### src/rtl/logic_unit_pkg.sv
// Shared types for the logic unit pipeline: opcode encoding and result buffer depth.
package logic_unit_pkg;

   typedef enum logic [2:0] {
      LU_AND  = 3'd0,
      LU_OR   = 3'd1,
      LU_NOT  = 3'd2,
      LU_NAND = 3'd3,
      LU_NOR  = 3'd4,
      LU_XOR  = 3'd5,
      LU_XNOR = 3'd6,
      LU_PASS = 3'd7
   } lu_op_e;

   localparam int LU_BUF_DEPTH = 2;

endpackage

### src/rtl/lu_skid_buf.sv
// Two-entry FIFO skid buffer with valid/ready handshake on both sides.
// in_ready is registered from the next occupancy, so it never depends on out_ready combinationally.
module lu_skid_buf
   import logic_unit_pkg::*;
#(
   parameter int PW = 8
) (
   input  logic          clk,
   input  logic          rst_n,
   input  logic          in_valid,
   output logic          in_ready,
   input  logic [PW-1:0] in_data,
   output logic          out_valid,
   input  logic          out_ready,
   output logic [PW-1:0] out_data
);

   localparam int PTR_W = (LU_BUF_DEPTH > 1) ? $clog2(LU_BUF_DEPTH) : 1;
   localparam int OCC_W = $clog2(LU_BUF_DEPTH + 1);

   logic [PW-1:0]    mem [LU_BUF_DEPTH];
   logic [PTR_W-1:0] wr_ptr;
   logic [PTR_W-1:0] rd_ptr;
   logic [OCC_W-1:0] occ;
   logic [OCC_W-1:0] occ_next;
   logic             ready_reg;
   logic             push;
   logic             pop;

   assign push      = in_valid & ready_reg;
   assign pop       = (occ != '0) & out_ready;
   assign in_ready  = ready_reg;
   assign out_valid = (occ != '0);
   assign out_data  = mem[rd_ptr];

   always_comb begin
      occ_next = occ;
      case ({push, pop})
         2'b10:   occ_next = occ + OCC_W'(1);
         2'b01:   occ_next = occ - OCC_W'(1);
         default: occ_next = occ;
      endcase
   end

   always_ff @(posedge clk or negedge rst_n) begin
      if (!rst_n) begin
         occ       <= '0;
         wr_ptr    <= '0;
         rd_ptr    <= '0;
         ready_reg <= 1'b0;
         for (int i = 0; i < LU_BUF_DEPTH; i++) begin
            mem[i] <= '0;
         end
      end else begin
         occ       <= occ_next;
         ready_reg <= (occ_next < OCC_W'(LU_BUF_DEPTH));
         if (push) begin
            mem[wr_ptr] <= in_data;
            wr_ptr      <= (wr_ptr == PTR_W'(LU_BUF_DEPTH - 1)) ? '0 : wr_ptr + PTR_W'(1);
         end
         if (pop) begin
            rd_ptr <= (rd_ptr == PTR_W'(LU_BUF_DEPTH - 1)) ? '0 : rd_ptr + PTR_W'(1);
         end
      end
   end

endmodule

### src/rtl/logic_unit_pipe.sv
// Pipelined bitwise logic unit: result computed at input, buffered in a 2-entry skid buffer.
// Optional zero/parity flags are built only when LOGIC_UNIT_FLAGS_EN is defined.
module logic_unit_pipe
   import logic_unit_pkg::*;
#(
   parameter int WIDTH = 8,
   parameter int CNT_W = 16
) (
   input  logic             clk,
   input  logic             rst_n,
   input  logic             in_valid,
   output logic             in_ready,
   input  lu_op_e           in_op,
   input  logic [WIDTH-1:0] in_a,
   input  logic [WIDTH-1:0] in_b,
   output logic             out_valid,
   input  logic             out_ready,
   output logic [WIDTH-1:0] out_y,
   output lu_op_e           out_op,
   output logic             out_zero,
   output logic             out_parity,
   output logic [CNT_W-1:0] txn_count
);

`ifdef LOGIC_UNIT_FLAGS_EN
   localparam int PW = WIDTH + 3 + 2;
`else
   localparam int PW = WIDTH + 3;
`endif

   logic [WIDTH-1:0] y_calc;
   logic [PW-1:0]    buf_in;
   logic [PW-1:0]    buf_out;
   logic [CNT_W-1:0] count_reg;

   always_comb begin
      y_calc = '0;
      case (in_op)
         LU_AND:  y_calc = in_a & in_b;
         LU_OR:   y_calc = in_a | in_b;
         LU_NOT:  y_calc = ~in_a;
         LU_NAND: y_calc = ~(in_a & in_b);
         LU_NOR:  y_calc = ~(in_a | in_b);
         LU_XOR:  y_calc = in_a ^ in_b;
         LU_XNOR: y_calc = ~(in_a ^ in_b);
         LU_PASS: y_calc = in_a;
         default: y_calc = '0;
      endcase
   end

`ifdef LOGIC_UNIT_FLAGS_EN
   // Flags ride alongside the result so they stay aligned through the buffer.
   assign buf_in     = {(y_calc == '0), ^y_calc, 3'(in_op), y_calc};
   assign out_zero   = buf_out[WIDTH+4];
   assign out_parity = buf_out[WIDTH+3];
`else
   assign buf_in     = {3'(in_op), y_calc};
   assign out_zero   = 1'b0;
   assign out_parity = 1'b0;
`endif

   assign out_y  = buf_out[WIDTH-1:0];
   assign out_op = lu_op_e'(buf_out[WIDTH+2:WIDTH]);

   lu_skid_buf #(
      .PW (PW)
   ) u_buf (
      .clk       (clk),
      .rst_n     (rst_n),
      .in_valid  (in_valid),
      .in_ready  (in_ready),
      .in_data   (buf_in),
      .out_valid (out_valid),
      .out_ready (out_ready),
      .out_data  (buf_out)
   );

   always_ff @(posedge clk or negedge rst_n) begin
      if (!rst_n) begin
         count_reg <= '0;
      end else if (out_valid && out_ready && (count_reg != '1)) begin
         count_reg <= count_reg + CNT_W'(1);
      end
   end

   assign txn_count = count_reg;

endmodule

### config.mk
export PLATFORM = sky130hd
export DESIGN_NAME = logic_unit_pipe
export DESIGN_NICKNAME = d
export VERILOG_FILES = /design/src/rtl/logic_unit_pkg.sv /design/src/rtl/lu_skid_buf.sv /design/src/rtl/logic_unit_pipe.sv
export SDC_FILE = /design/constraint.sdc
export NUM_CORES = 1
export LEC_CHECK = 0
export ABC_AREA = 1
export CAP_MARGIN = 15
export CORE_MARGIN = 2
export CORE_UTILIZATION = 58
export CTS_CLUSTER_DIAMETER = 80
export DETAILED_ROUTE_END_ITERATION = 8
export HOLD_SLACK_MARGIN = 0.08
export PLACE_DENSITY_LB_ADDON = 0.2
export SLEW_MARGIN = 5
export SYNTH_ARGS = -nofsm -noshare
export SYNTH_HDL_FRONTEND = slang
export SYNTH_HIERARCHICAL = 1
export SYNTH_SLANG_ARGS = --single-unit
### constraint.sdc
create_clock -name clk -period 2.2 [get_ports clk]
set_input_delay 0.22 -clock clk [delete_from_list [all_inputs] [get_ports clk]]
set_output_delay 0.22 -clock clk [all_outputs]
set_load 0.05 [all_outputs]
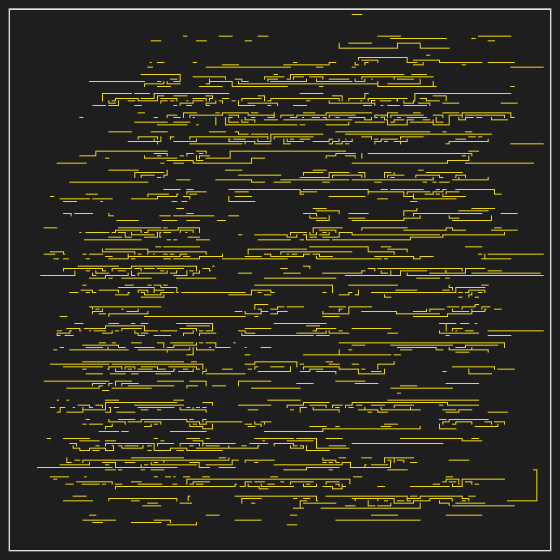
*Signal wires on met1*
main direction: horizontal
nets with wire on the layer: 472
wire length on this layer: 3100 um
longest straight run: 23.5 um
via count: 2855
GR Util met1: 32.0%
final wirelength: 6450 um

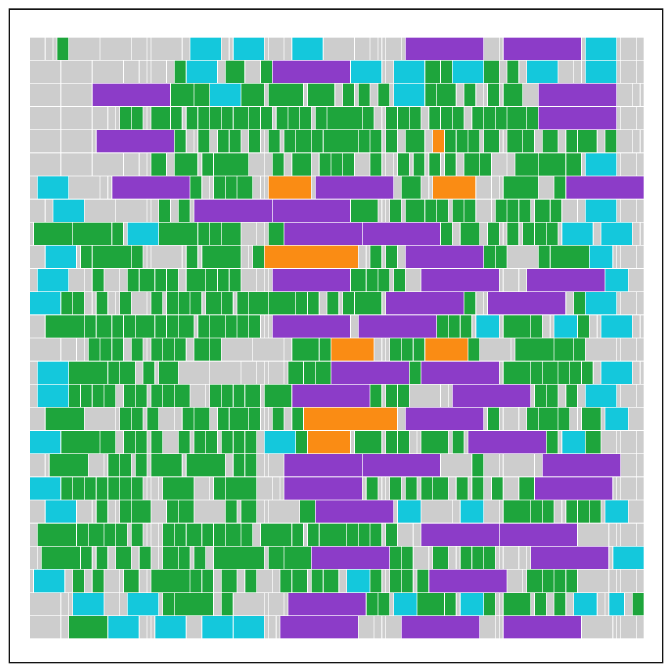
*Placed cells, one colour a class*
Fill, decap, tap and diode cells in grey.
legend:
  all other logic:
    colour: green
    cells: 394
  clock drivers and dummy loads:
    colour: orange
    cells: 8
  other buffers and delay cells:
    colour: cyan
    cells: 54
  flip-flops:
    colour: purple
    cells: 43
core box area: 5110 um^2
Non-Filler Cell Area, Final: 3720 um^2
final core utilization: 72.8%
Seq/total area: 28.9%

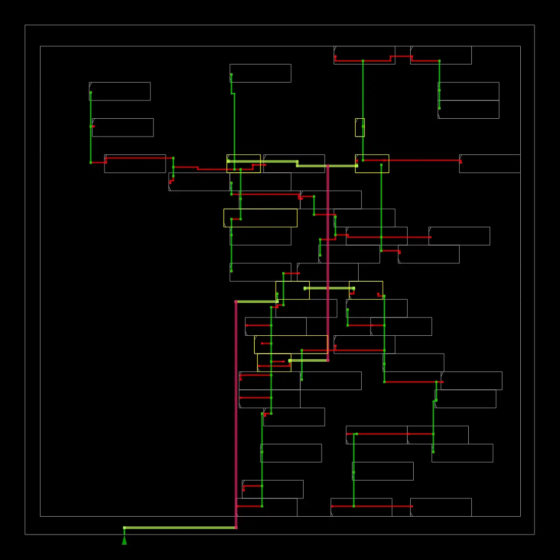
*Clock nets*
Clock group: 0.714 mW
Num CTS Buffers: 5
clk sinks: 43
clk ins delay skew pair: 290 ps

## timing repair
item,CTS,global route
hold endpoints to repair,21,0
hold buffers,1,0
buffers inserted,0,0
endpoints found under the setup margin,0,0
## final cells by class
class                           count  area [um^2]  area share (%)
Multi-Input combinational cell    320         1640            44.1
Sequential cell                    43         1080            28.9
Timing Repair Buffer               54          503            13.5
Inverter                           74          278            7.47
Tap cell                           70         87.6            2.36
Clock buffer                        6         72.6            1.95
Clock inverter                      2         60.1            1.62
## power by group through the flow
stage / clock network (mW) / registers [mW] / logic [mW]
6_report: 0.714 / 1.27 / 1.95
4_1_cts: 0.727 / 1.27 / 1.96
3_5_place_dp: 0 / 1.28 / 1.95
3_3_place_gp: 0 / 1.27 / 1.93
5_1_grt: 0.765 / 1.31 / 2.12
2_1_floorplan: 0 / 1.38 / 1.32
## worst paths after layout
kind                                     start       endpoint  slack, ps  cells after the start
worst max-delay path              u_buf/rd_ptr       out_y[2]        300                      4
worst min-delay path                     rst_n  u_buf/mem[21]        430                      2
worst max register to register  u_buf/in_ready  u_buf/mem[13]        620                      4
worst min register to register   u_buf/mem[20]  u_buf/mem[20]        490                      2
max in group asynchronous                rst_n   u_buf/mem[2]       1090                      3
min in group clk                 u_buf/mem[20]  u_buf/mem[20]        490                      2
## layout by cell type, fill, tap and decap left out, types with 5 or more instances in the layout
master / n
nand4_1: 14
o21ai_0: 18
dfrtp_1: 43
ha_1: 18
inv_1: 71
nor2_1: 50
o21ai_2: 11
a21oi_1: 5
clkbuf_8: 5
nor3_1: 8
nand3_1: 15
clkdlybuf4s50_1: 39
buf_4: 13
nand2_1: 152
## stage by stage
stage / cells / worst slack, ps / cell area [um^2] / hold WS (ps) / utilization, %
global placement: 560 / 219 / 3570 / 221 / 70.0
floorplan: 447 / 487 / 3060 / -75.6 / -
CTS: 569 / 315 / 3720 / 442 / 72.8
detailed placement: 560 / 103 / 3570 / 223 / 70.0
global route: 569 / 251 / 3720 / 459 / 72.8
finish: 569 / 300 / 3720 / 430 / 72.8
## critical path: cells and delay by family, from the launching register on
family        cells  cell delay, ps
buf+inv           2             600
simple gates      2             230
flops             1             540
## kinds of logic after synthesis
family                   count (synthesis)  share of synthesized area, %
AND-OR/OR-AND                           36                          7.32
XOR/XNOR                                 5                          1.43
adder cells (fa/ha/maj)                 18                          7.36
buffers and inverters                   84                          11.3
flip-flops                              43                          35.2
multiplexers                             2                         0.654
other                                    1                         0.123
AND/OR/NAND/NOR                        257                          36.6
## state kept, by name (all words and copies together), names as in the netlist, named ones only
register / cells
txn_count: 16
u_buf/in_ready: 1
u_buf/mem: 22
u_buf/occ: 1
u_buf/rd_ptr: 1
u_buf/wr_ptr: 1
## per-layer routing
metal  share of wire [%]  global-route usage [%]  up-vias  wire length (um)
met5                   0                       0        -                 0
met4                0.98                    5.64        0                63
met3                 5.3                    3.20        5               339
met2                  46                    39.4       82              2940
met1                  48                    32.0     1292              3100
li1                    -                       -     1476                 -
==> impl_metrics.yaml <==
# yosys + openroad results
die:
  fp.dieH_um: 76.6
  pin_count: 54
place:
  dpl.hpwl_um: 4860
  place_congestion: 0.893
final_timing:
  slew_viol_final: 0
  worst_slew_pin_slew_ps: 962
  rsz0062_at_grt: "false"
  fin_tns_setup_ps: 0
  finalClockPeriodUsage_pct: 86.4
setup_path:
  crit_top_cell: "nand2_1"
  path_max_fanout: 12
  arrival_ps: 1680
  worstPathRequired_ps: 1980
  max_stage_delay_ps: 540
  start_kind: "flop"
  slowest_stage: "dfrtp_1"
synthesis:
  synth_cells: 446
  yosysUniqueCellTypes: 30
  edf_count: 0
  avgSynthCellArea_um2: 6.86
  synth_seq_share_pct: 35.2
  area_leaders: "dfrtp_1 (35%), nand2_1 (19%), inv_1 (8.7%), ha_1 (7.4%), nor2_1 (6.1%)"
  ys.flops: 43
  common_cells: "nand2_1 (152), inv_1 (71), nor2_1 (50)"
  flop_cell: "dfrtp_1"
  synth-warning-count: 6
power_and_ir_drop:
  powerDensity_nw_per_um2: 1060
  sequentialPowerShare_pct: 32.2
  p_switching_mw: 1.80
  ir_drop_mv: 0.688
  clockPowerShare_pct: 18.1
  p_int_mw: 2.13
status:
  outcome: "completed"
finish:
  syn2layout_area_growth_pct: 21.5
  drive_above_1_share_pct: 9.82
  fill_cells: 425
  fin_nets: 539
worst_hold_path:
  hp-class: "in2async"
grt:
  grt_max_degree: 24
  gr-usage-all-layers_pct: 23.4
  grt_pass1_vias: 2544
  globalRouteOverflowTotal: 0
clocking:
  clock_path_buffers: 2
  ctsHtreeMaxLevel: 2
  cts-root-buf: "clkbuf_8"
  cts_tree: "done"
job:
  warning_count: 34
  maxCapViolCount: 0
routing:
  viasPerCell: 5.02
  drc: 0
Power figures rest on the tool's default switching activity, not on a simulated workload.
